run_1/pdn.png
The bar under the picture is 10 um long. Pins as bars on the die edge. Tap cells in gray.
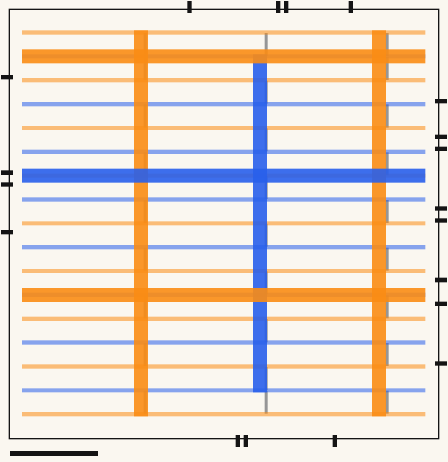
run_1/final_congestion.png
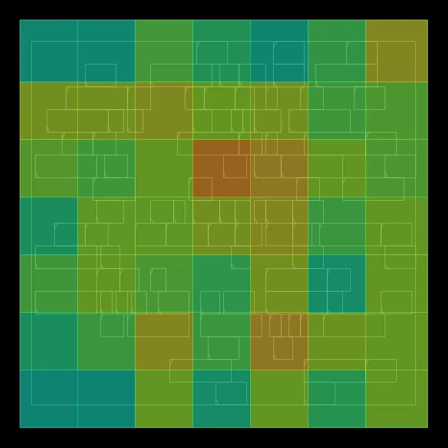
run_1/registers.png
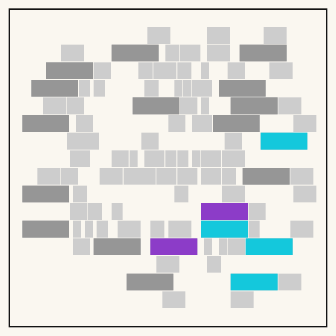
<file path="src/rtl/bus_xfer_pkg.sv">
// bus_xfer_pkg: shared state encoding, select-width helper and strobe-inactive level for the bus transfer sequencer
package bus_xfer_pkg;
  typedef enum logic [1:0] {IDLE, DRIVE, LATCH, HOLD} state_t;
  localparam logic STROBE_OFF = 1'b1;
  function automatic int sel_w(input int n);
    return n > 2 ? $clog2(n) : 1;
  endfunction
endpackage

</file>
<file path="src/rtl/onehot_n_dec.sv">
// onehot_n_dec: select-to-one-hot decoder with enable, active-low outputs (all high when disabled)
module onehot_n_dec #(
  parameter int N = 4,
  parameter int W = 2
) (
  input  logic         en,
  input  logic [W-1:0] sel,
  output logic [N-1:0] y_n
);
  for (genvar i = 0; i < N; i++) begin : g_bit
    assign y_n[i] = !(en && sel == W'(i));
  end
endmodule

</file>
<file path="src/rtl/bus_xfer_seq.sv">
// bus_xfer_seq: one register-to-register transfer per request over a shared bus (drive, settle, load, hold); BUS_XFER_IMM_EN adds an immediate-driver source
module bus_xfer_seq import bus_xfer_pkg::*; #(
  parameter int NREG = 4,
  parameter int SETTLE = 1,
  localparam int SW = sel_w(NREG)
) (
  input  logic            clk,
  input  logic            rst,
  input  logic            req_valid,
  output logic            req_ready,
  input  logic [SW-1:0]   req_src,
  input  logic [SW-1:0]   req_dst,
`ifdef BUS_XFER_IMM_EN
  input  logic            req_imm,
  output logic            imm_oe_n,
`endif
  output logic [NREG-1:0] re_n,
  output logic [NREG-1:0] we_n,
  output logic            busy,
  output logic            done,
  output logic            err
);
  localparam int CW = sel_w(SETTLE);
  localparam logic [SW:0] NMAX = (SW+1)'(NREG);
  state_t state, nxt;
  logic [CW-1:0] cnt, cnt_nxt;
  logic [SW-1:0] src_q, dst_q, src_nxt, dst_nxt;
  logic imm_in, imm_q, imm_nxt, take, bad, acc;
  logic [NREG-1:0] re_nxt, we_nxt;
  logic [NREG:0] drv_n;
`ifdef BUS_XFER_IMM_EN
  assign imm_in = req_imm;
  assign drv_n = {imm_oe_n, we_n};
`else
  assign imm_in = 1'b0;
  assign drv_n = {STROBE_OFF, we_n};
`endif
  assign take = state == IDLE && req_valid;
  assign bad = (!imm_in && (req_src == req_dst || {1'b0, req_src} >= NMAX)) || {1'b0, req_dst} >= NMAX;
  assign acc = take && !bad;
  assign src_nxt = acc ? req_src : src_q;
  assign dst_nxt = acc ? req_dst : dst_q;
  assign imm_nxt = acc ? imm_in : imm_q;
  assign cnt_nxt = acc ? CW'(SETTLE - 1) : (state == DRIVE && cnt != '0) ? cnt - CW'(1) : cnt;
  assign nxt = state == IDLE ? (acc ? DRIVE : IDLE) :
               state == DRIVE ? (cnt == '0 ? LATCH : DRIVE) :
               state == LATCH ? HOLD : IDLE;
  onehot_n_dec #(.N(NREG), .W(SW)) u_we (.en(nxt != IDLE && !imm_nxt), .sel(src_nxt), .y_n(we_nxt));
  onehot_n_dec #(.N(NREG), .W(SW)) u_re (.en(nxt == LATCH), .sel(dst_nxt), .y_n(re_nxt));
  always_ff @(posedge clk) begin
    if (rst) begin
      state     <= IDLE;
      cnt       <= '0;
      src_q     <= '0;
      dst_q     <= '0;
      imm_q     <= 1'b0;
      re_n      <= {NREG{STROBE_OFF}};
      we_n      <= {NREG{STROBE_OFF}};
      busy      <= 1'b0;
      done      <= 1'b0;
      err       <= 1'b0;
      req_ready <= 1'b1;
    end else begin
      state     <= nxt;
      cnt       <= cnt_nxt;
      src_q     <= src_nxt;
      dst_q     <= dst_nxt;
      imm_q     <= imm_nxt;
      re_n      <= re_nxt;
      we_n      <= we_nxt;
      busy      <= nxt != IDLE;
      done      <= state == HOLD;
      err       <= take && bad;
      req_ready <= nxt == IDLE;
    end
`ifdef BUS_XFER_IMM_EN
    imm_oe_n <= rst ? STROBE_OFF : !(nxt != IDLE && imm_nxt);
`endif
  end
  assert property (@(posedge clk) disable iff (rst) $onehot0(~drv_n));
  assert property (@(posedge clk) disable iff (rst) $onehot0(~re_n));
  assert property (@(posedge clk) disable iff (rst) !(|(~re_n)) || ((|(~drv_n)) && (~re_n & ~we_n) == '0));
endmodule

</file>
<file path="config.mk">
export PLATFORM = sky130hd
export DESIGN_NAME = bus_xfer_seq
export DESIGN_NICKNAME = d
export VERILOG_FILES = /design/src/rtl/bus_xfer_pkg.sv /design/src/rtl/onehot_n_dec.sv /design/src/rtl/bus_xfer_seq.sv
export SDC_FILE = /design/constraint.sdc
export NUM_CORES = 1
export LEC_CHECK = 0
export CAP_MARGIN = 30
export CORE_UTILIZATION = 35
export DETAILED_ROUTE_END_ITERATION = 6
export SYNTH_ARGS = -nofsm -noshare
export SYNTH_HDL_FRONTEND = slang
export SYNTH_SLANG_ARGS = --single-unit
</file>
<file path="constraint.sdc">
create_clock -name clk -period 3.4 [get_ports clk]
set_input_delay 0.68 -clock clk [delete_from_list [all_inputs] [get_ports clk]]
set_output_delay 0.68 -clock clk [all_outputs]
set_load 0.03 [all_outputs]
</file>
==> impl_metrics.tcl, run 1 <==
# yosys + openroad results
set metrics [dict create \
    run_status "complete, no violations" \
    cp.required_ns 3.57 \
    synth.cellmix.adderShare_pct 0 \
    synth-seq-cells 20 \
    wl_mm 1.36 \
    clk_pin_slew_worst_paths_ns 0.10 \
    vias 574 \
    register_area_share_after_synthesis_pct 52.2 \
    yosys_warnings 0 \
    initial_antenna_violation_count 0 \
    cts_max_level 1 \
    fin_nets 103 \
    synth_cells 75 \
    number_of_optimization_iterations_in_the_first_detailed_route_pass 4 \
    timing.hold.worst.class "reg2reg" \
    cts_inserted_buffers 3 \
    post_cts.resized_instances 0 \
    area_leaders "dfxtp_1 52%, nand2b_1 5.7%, mux2i_1 3.9%" \
    power.leakage_nw 0.377 \
    final_max_slew_viol_count 0 \
    cts_tree "built" \
    stage_log_warnings 26 \
    synthesis.area_um2 767 \
    leading_area_contributor_after_synthesis "dfxtp_1" \
    rsz0062_at_grt "no" \
    drive_above_1_share_pct 7.37 \
    antenna_cells 0 \
    xor_share_pct 5.71 \
    synth.mux.area_fraction_pct 3.92 \
    ys_sh_simple_pct 22.5 \
    hpwl_um 961 \
]
-- pdn.png (at the start) --
- VDD: blue
- VSS: orange
- met1 rails: 17
- signal pins: 19
horizontal die dimension: 48.8 um
Core Area: 0.00200 mm2
die outline height: 48.8 um
worst vdd ir: 0.342 mV

-- final_congestion.png (at the start) --
met1 usage: 15.7%
Overall Global Routing Usage: 12.3%
Layout Utilization: 50.5%
met2 Track Usage GR: 19.2%

-- registers.png (at the start) --
- re_n: cyan (sequential cells 4)
- dst_q: purple (sequential cells 2)
- not colored: 14
fraction of area in registers: 39.6%
sequential cell power: 262 uW

run 1: synthesized netlist by cell type (all sizes together):
cell type,instances
a211o,1
a21o,1
a21oi,2
a22oi,1
a2bb2oi,1
a31oi,1
a32oi,2
and2,1
and3b,1
buf,2
clkbuf,1
dfxtp,20
inv,2
mux2i,3
nand2,2
nand2b,7
nand3,1
nand3b,3
nor2,6
nor2b,1
nor3,4
nor3b,1
o211a,1
o211ai,1
o21a,1
o31ai,1
or2b,1
or4b,1
xnor2,3
xor2,2
run 1: layout by cell type (no fill, tap or decap), drive strengths merged:
cell           Yosys  final
dfxtp             20     20
clkdlybuf4s50      0     18
nand2b             7      7
nor2               6      6
nor3               4      4
clkbuf             1      4
nand3b             3      3
mux2i              3      3
xnor2              3      3
xor2               2      2
a21oi              2      2
a32oi              2      2
nand2              2      2
inv                2      2
o211ai             1      1
or2b               1      1
a31oi              1      1
o211a              1      1
a21o               1      1
nand3              1      1
or4b               1      1
and2               1      1
and3b              1      1
o21a               1      1
a211o              1      1
o31ai              1      1
nor3b              1      1
a2bb2oi            1      1
nor2b              1      1
a22oi              1      1
buf                2      1
run 1: power by group:
| part | switching (mW) | internal (mW) |
|---|---|---|
| sequential | 0.0116 | 0.250 |
| clock | 0.0662 | 0.0652 |
| combinational | 0.0538 | 0.0462 |
run 1: state kept, by name, summed over array words and instances, names as in the netlist:
register and cells:
imm_q 1, state 2, busy 1, src_q 2, err 1, req_ready 1, cnt 1, we_n 4
dst_q 2, re_n 4, done 1
run 1: area by class of cell:
type / count / area, um2
Fill cell: 193 / 991
Sequential cell: 20 / 400
Multi-Input combinational cell: 50 / 345
Timing Repair Buffer: 19 / 188
Clock buffer: 4 / 36.3
Tap cell: 27 / 33.8
Inverter: 2 / 7.51
run 1: critical path: stages:
cell and delay (ns):
clkdlybuf4s50_1 0.39, buf_4 0.19, or4b_4 0.50, a211o_1 0.30, a2bb2oi_1 0.13
run 1: worst paths after layout:
check                            from                 end  cells after the start
setup / recovery                  rst  we_n[2]$_SDFF_PP1_                      5
hold / removal    dst_q[1]$_SDFF_PP0_  re_n[3]$_SDFF_PP1_                      1
setup reg to reg  state[1]$_SDFF_PP0_  we_n[2]$_SDFF_PP1_                      3
hold reg to reg   dst_q[1]$_SDFF_PP0_  re_n[3]$_SDFF_PP1_                      1
run 1: through the flow:
| stage | setup WS [ns] | cells | utilization (%) | hold slack, ns | instance area (um2) |
|---|---|---|---|---|---|
| finish | 1.38 | 122 | 50.5 | 0.449 | 1010 |
| global route | 1.31 | 122 | 50.5 | 0.478 | 1010 |
| CTS | 1.39 | 122 | 50.5 | 0.460 | 1010 |
| detailed placement | 1.07 | 118 | 48.7 | 0.431 | 975 |
| global placement | 1.09 | 118 | 48.7 | 0.431 | 975 |
| floorplan | 1.71 | 75 | - | 0.402 | 767 |
run 1: per-layer routing:
layer	wire [um]	share of wire [%]	track usage (%)	vias up
met2	601	44	19.2	14
met1	685	50	15.7	254
met3	65	4.8	5.92	2
met4	9	0.66	1.47	0
li1	-	-	-	304
met5	0	0	0	-
--- run 2 (diff from run 1) ---
- clock period: 3.4 -> 1.8 ns (I/O delays scaled with it)
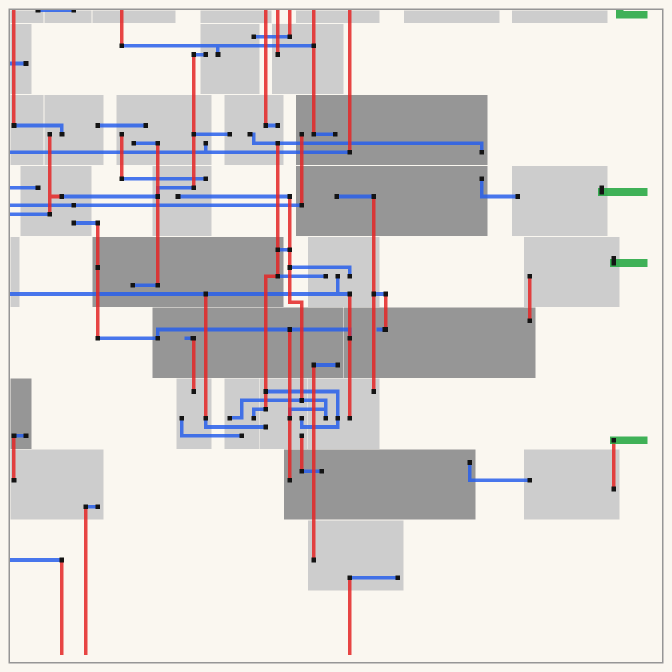
run_2/zoom.png
Window x 24 to 49, y 0 to 25 um. Cells in gray, sequential cells in the stronger gray; small squares are vias.
- met3: green
- met1: blue
- met2: red
- netlist names of flops here include: re_n (4), dst_q (2)
- sequential cells in the window: 6
- cells with their middle in the window: 23
- most frequent: dfxtp_1 (6), clkdlybuf4s50_1 (5), nand2b_1 (4)

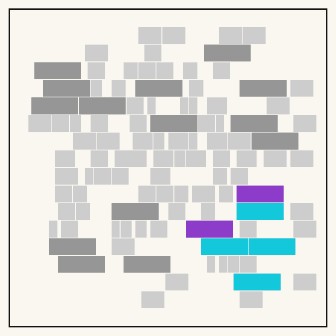
run_2/registers.png
- dst_q: purple (sequential cells 2)
- re_n: cyan (sequential cells 4; where south-east)
Layout Utilization: 53.6%
sequential cell power: 495 uW

==> run 2 against run 1 <==
Count of clock-buffer cells in the layout shrank 1. Total power increased by 84%. Clock power rose by 51%. Non-clock buffer count grew 10. Area after synthesis unchanged. Sequential cell count unchanged. Critical path depth decreased by 4. Global-route usage up 1.6 points. Combinational power rose by 110%. First-iteration DRC count decreased by 43%. Wire length rose by 3.7%.
==> impl_metrics.tcl, run 2 <==
# yosys + openroad results
set metrics [dict create \
    run_status "complete, no violations" \
    synth_async_sr_flop_share_pct 0 \
    path_buffers 1 \
    synth-seq-cells 20 \
    final_max_slew_viol_count 0 \
    mostFrequentLayoutCell "dfxtp_1" \
    power_report.internal_total_uw 659 \
    post_dp_cell_area_mm2 0.00105 \
    synth.cells.most_frequent "20 x dfxtp_1, 7 x nand2b_1, 6 x nor2_1" \
    regToRegStartpoint "state[1]$_SDFF_PP0_" \
    number_of_optimization_iterations_in_the_first_detailed_route_pass 4 \
    cts_inserted_buffers 3 \
    slowest_stage "clkdlybuf4s50_1" \
    fin_cells 131 \
    most_frequent_cells_in_the_layout "20 x dfxtp_1, 18 x clkdlybuf4s50_1, 11 x buf_4, 7 x nand2b_1, 6 x nor2_1" \
    stage_log_warnings 26 \
    share_clk_of_total_power_pct 21.8 \
    wl_mm 1.41 \
    hpwl_mm 1.07 \
    synthesis.area_um2 767 \
    post_cts.resized_instances 0 \
    switching_share_pct 27.5 \
    timing.critical_path.max_delay_family "buffers and inverters" \
]
[run 2: worst max-delay path by stage]
stage / from / endpoint / slack, ns / cells past startpoint
finish: we_n[2]$_SDFF_PP1_ / we_n[2] / 0.16 / 1
global route: re_n[3]$_SDFF_PP1_ / re_n[3] / 0.11 / 1
CTS: busy$_SDFF_PP0_ / busy / 0.14 / 1
detailed placement: rst / we_n[2]$_SDFF_PP1_ / -0.05 / 4
global placement: req_valid / we_n[2]$_SDFF_PP1_ / -0.05 / 4
floorplan: state[1]$_SDFF_PP0_ / we_n[2]$_SDFF_PP1_ / 0.39 / 3
[run 2: layer usage]
layer / part of all wire, % / up-vias
li1: - / 321
met1: 52 / 283
met2: 42 / 14
met3: 3.0 / 4
met4: 3.0 / 0
met5: 0 / -
[run 2: logic make-up after synthesis]
kind of cell	count (synthesis)	synth area share, %
simple gates	29	22.5
compound gates	13	12.9
buf+inv	5	2.77
mux	3	3.92
flops	20	52.2
xor+xnor	5	5.71
[run 2: area by class of cell]
class                      count  area, um2
inverter                       2       7.51
sequential                    20        400
timing repair buffer          29        263
multi-input combinational     50        345
fill                         195        930
tap                           27       33.8
clock buffer                   3       22.5
[run 2: power groups by stage]
stage                     sequential (mW)  combinational [mW]  clock [mW]
after detailed placement            0.506               0.214           0
after floorplan                     0.535              0.0894           0
after CTS                           0.495               0.215       0.206
after global routing                0.499               0.232       0.229
after global placement              0.505               0.212           0
final                               0.495               0.215       0.198
--- run 3 (diff from run 2) ---
- SYNTH_HIERARCHICAL: not set -> 1
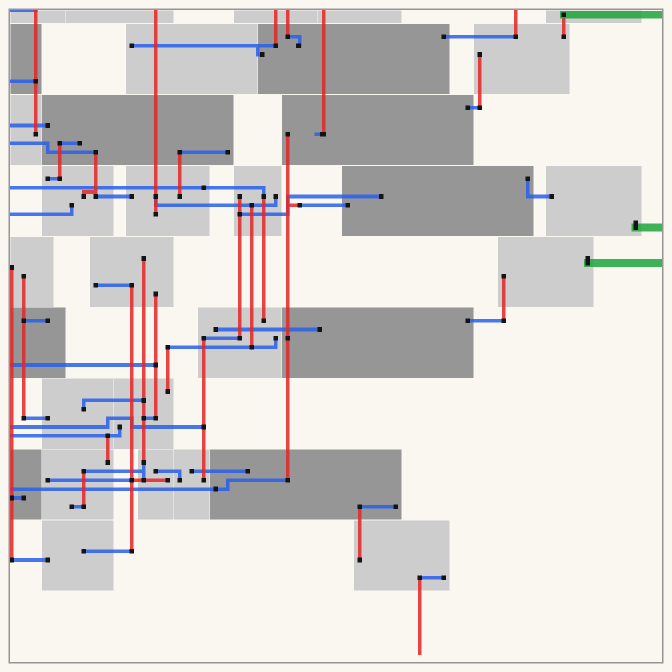
run_3/zoom.png
Window x 25 to 50, y 0 to 25 um. Cells in gray, sequential cells in the stronger gray; small squares are vias.
- met3: green
- met2: red
- met1: blue
- sequential cells in the window: 6
- netlist names of flops here include: we_n (2)
- cells with their middle in the window: 22
- most frequent: dfxtp_1 (6), clkdlybuf4s50_1 (4), buf_4 (2)

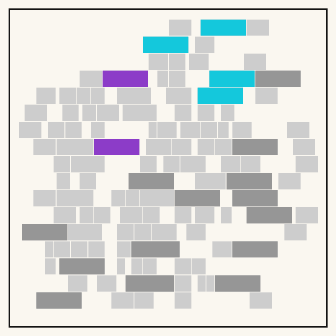
run_3/registers.png
- re_n: cyan (sequential cells 4)
- dst_q: purple (sequential cells 2)

==> run 3 against run 2 <==
The flow now finishes with violations (setup timing). Sequential cell count is the same. Area after synthesis up 7.0%. Clock skew is 0.0014 ns higher. Clock power increased by 31%. Core utilization rose by 3.3 points. Combinational power rose by 53%. Final cell count increased by 9.9%.
==> impl_metrics.tcl, run 3 <==
# yosys + openroad results
set metrics [dict create \
    run_status "finished, violations left" \
    violated_checks "setup timing" \
    core_area_mm2 0.00221 \
    global_route.peak_usage_layer "met2" \
    antenna_cells 0 \
    area_leaders "dfxtp_1 49%, mux2_4 7.3%, nand2b_1 6.9%" \
    yosys_warnings 6 \
    fin_cells 144 \
    cp.required_ns 2.00 \
    fin_nets 124 \
    stage_log_warnings 29 \
    track_usage_pct 13.1 \
    worstHoldPathCells 2 \
    final_critical_path_setup_slack_ns -0.162 \
    power_report.internal_total_uw 787 \
    slowest_stage "or3b_4" \
    whs_endpoint "dst_q[1]$_SDFF_PP0_" \
    synth.most_common_cell "dfxtp_1" \
    most_frequent_cells_in_the_layout "18 x dfxtp_1, 17 x buf_4, 16 x clkdlybuf4s50_1, 9 x nand2b_1, 7 x or2_4" \
    synth_async_sr_flop_share_pct 0 \
    wl_mm 1.40 \
    switching_power_of_the_nets_uw 287 \
    die-height_um 50.4 \
    synth-seq-cells 20 \
    reg.largest.list "re_n (4), we_n (4)" \
    dp.cells 139 \
    hp-start "dst_q[1]$_SDFF_PP0_" \
    timing.hold.worst.class "reg2reg" \
    grt_use_met2_pct 22.9 \
    report.final.setup_viol 6 \
    vias 639 \
    register_area_share_after_synthesis_pct 48.8 \
    power.leakage_nw 0.527 \
    cts_tree "built" \
    mi_logic_area_um2 442 \
    share_seq_of_total_power_pct 45.1 \
    drive_above_1_share_pct 39.7 \
    final_max_slew_viol_count 0 \
    reg2reg_to "we_n[0]$_SDFF_PP1_" \
    mostFrequentLayoutCell "dfxtp_1" \
    worst_vdd_ir_mv 0.555 \
    hpwl_mm 1.08 \
    number_of_optimization_iterations_in_the_first_detailed_route_pass 4 \
    power.share.combinational_pct 30.7 \
    postLayoutCoreUtil_pct 56.9 \
]
run 3: netlist changes by cell type after synthesis, sizes merged, moves of 2 or more:
cell    delta
nor3       -3
xor2       -2
or3b       +3
nand2b     +2
or2        +8
nor2       -5
a32oi      -2
mux2       +4
run 3: how the worst max path moves through the flow:
stage | from | to | slack [ns] | cells past startpoint
floorplan | req_valid | re_n[0]$_SDFF_PP1_ | -0.22 | 6
global placement | req_valid | we_n[0]$_SDFF_PP1_ | -0.65 | 6
detailed placement | req_valid | we_n[0]$_SDFF_PP1_ | -0.71 | 6
CTS | state[0]$_SDFF_PP0_ | we_n[0]$_SDFF_PP1_ | -0.18 | 5
global route | state[1]$_SDFF_PP0_ | we_n[0]$_SDFF_PP1_ | -0.22 | 5
finish | state[1]$_SDFF_PP0_ | we_n[0]$_SDFF_PP1_ | -0.16 | 5
run 3: worst reg2reg max path, delay by kind of cell, from the launching register on:
family,cells,cell delay [ns]
AND-OR/OR-AND,1,0.23
AND/OR/NAND/NOR,3,0.99
multiplexers,1,0.31
flip-flops,1,0.34
run 3: final cells by class:
class / count / area share, %
inverter: 1 / 0.298
tap: 28 / 2.78
timing repair buffer: 38 / 26.9
multi-input combinational: 53 / 35.1
sequential: 20 / 32.0
clock buffer: 4 / 2.88
run 3: timing repair:
item | in CTS | in global routing
pin swaps | 3 | 4
gates resized | 7 | 7
buffers inserted | 0 | 1
gates cloned | 0 | 0
setup endpoints to repair | 8 | 7
run 3: through the flow:
stage	setup WS, ns	hold WS, ns	instance area (um2)
3_5_place_dp	-0.712	0.462	1170
3_3_place_gp	-0.652	0.457	1170
4_1_cts	-0.183	0.478	1230
2_1_floorplan	-0.224	0.427	836
5_1_grt	-0.215	0.511	1260
6_report	-0.162	0.485	1260
run 3: logic make-up (layout without fill, tap and decap cells):
group / Yosys count / after routing / synth area share (%)
AOI/OAI and AO/OA: 7 / 7 / 5.64
DFF: 20 / 20 / 48.8
buffers and inverters: 4 / 43 / 2.74
muxes: 8 / 8 / 12.2
xor gates and xnor gates: 2 / 2 / 2.13
and+or+nand+nor: 36 / 36 / 28.5
run 3: per-layer routing:
metal	wire [um]	vias up
li1	-	337
met1	629	285
met2	690	15
met3	59	2
met4	17	0
met5	0	-
run 3: power by group through the flow:
stage	combinational [mW]	clock, mW	sequential [mW]
floorplan	0.140	0	0.529
global placement	0.302	0	0.493
global route	0.356	0.296	0.488
CTS	0.316	0.267	0.484
finish	0.330	0.260	0.484
detailed placement	0.308	0	0.494
Power figures rest on the tool's default switching activity, not on a simulated workload.
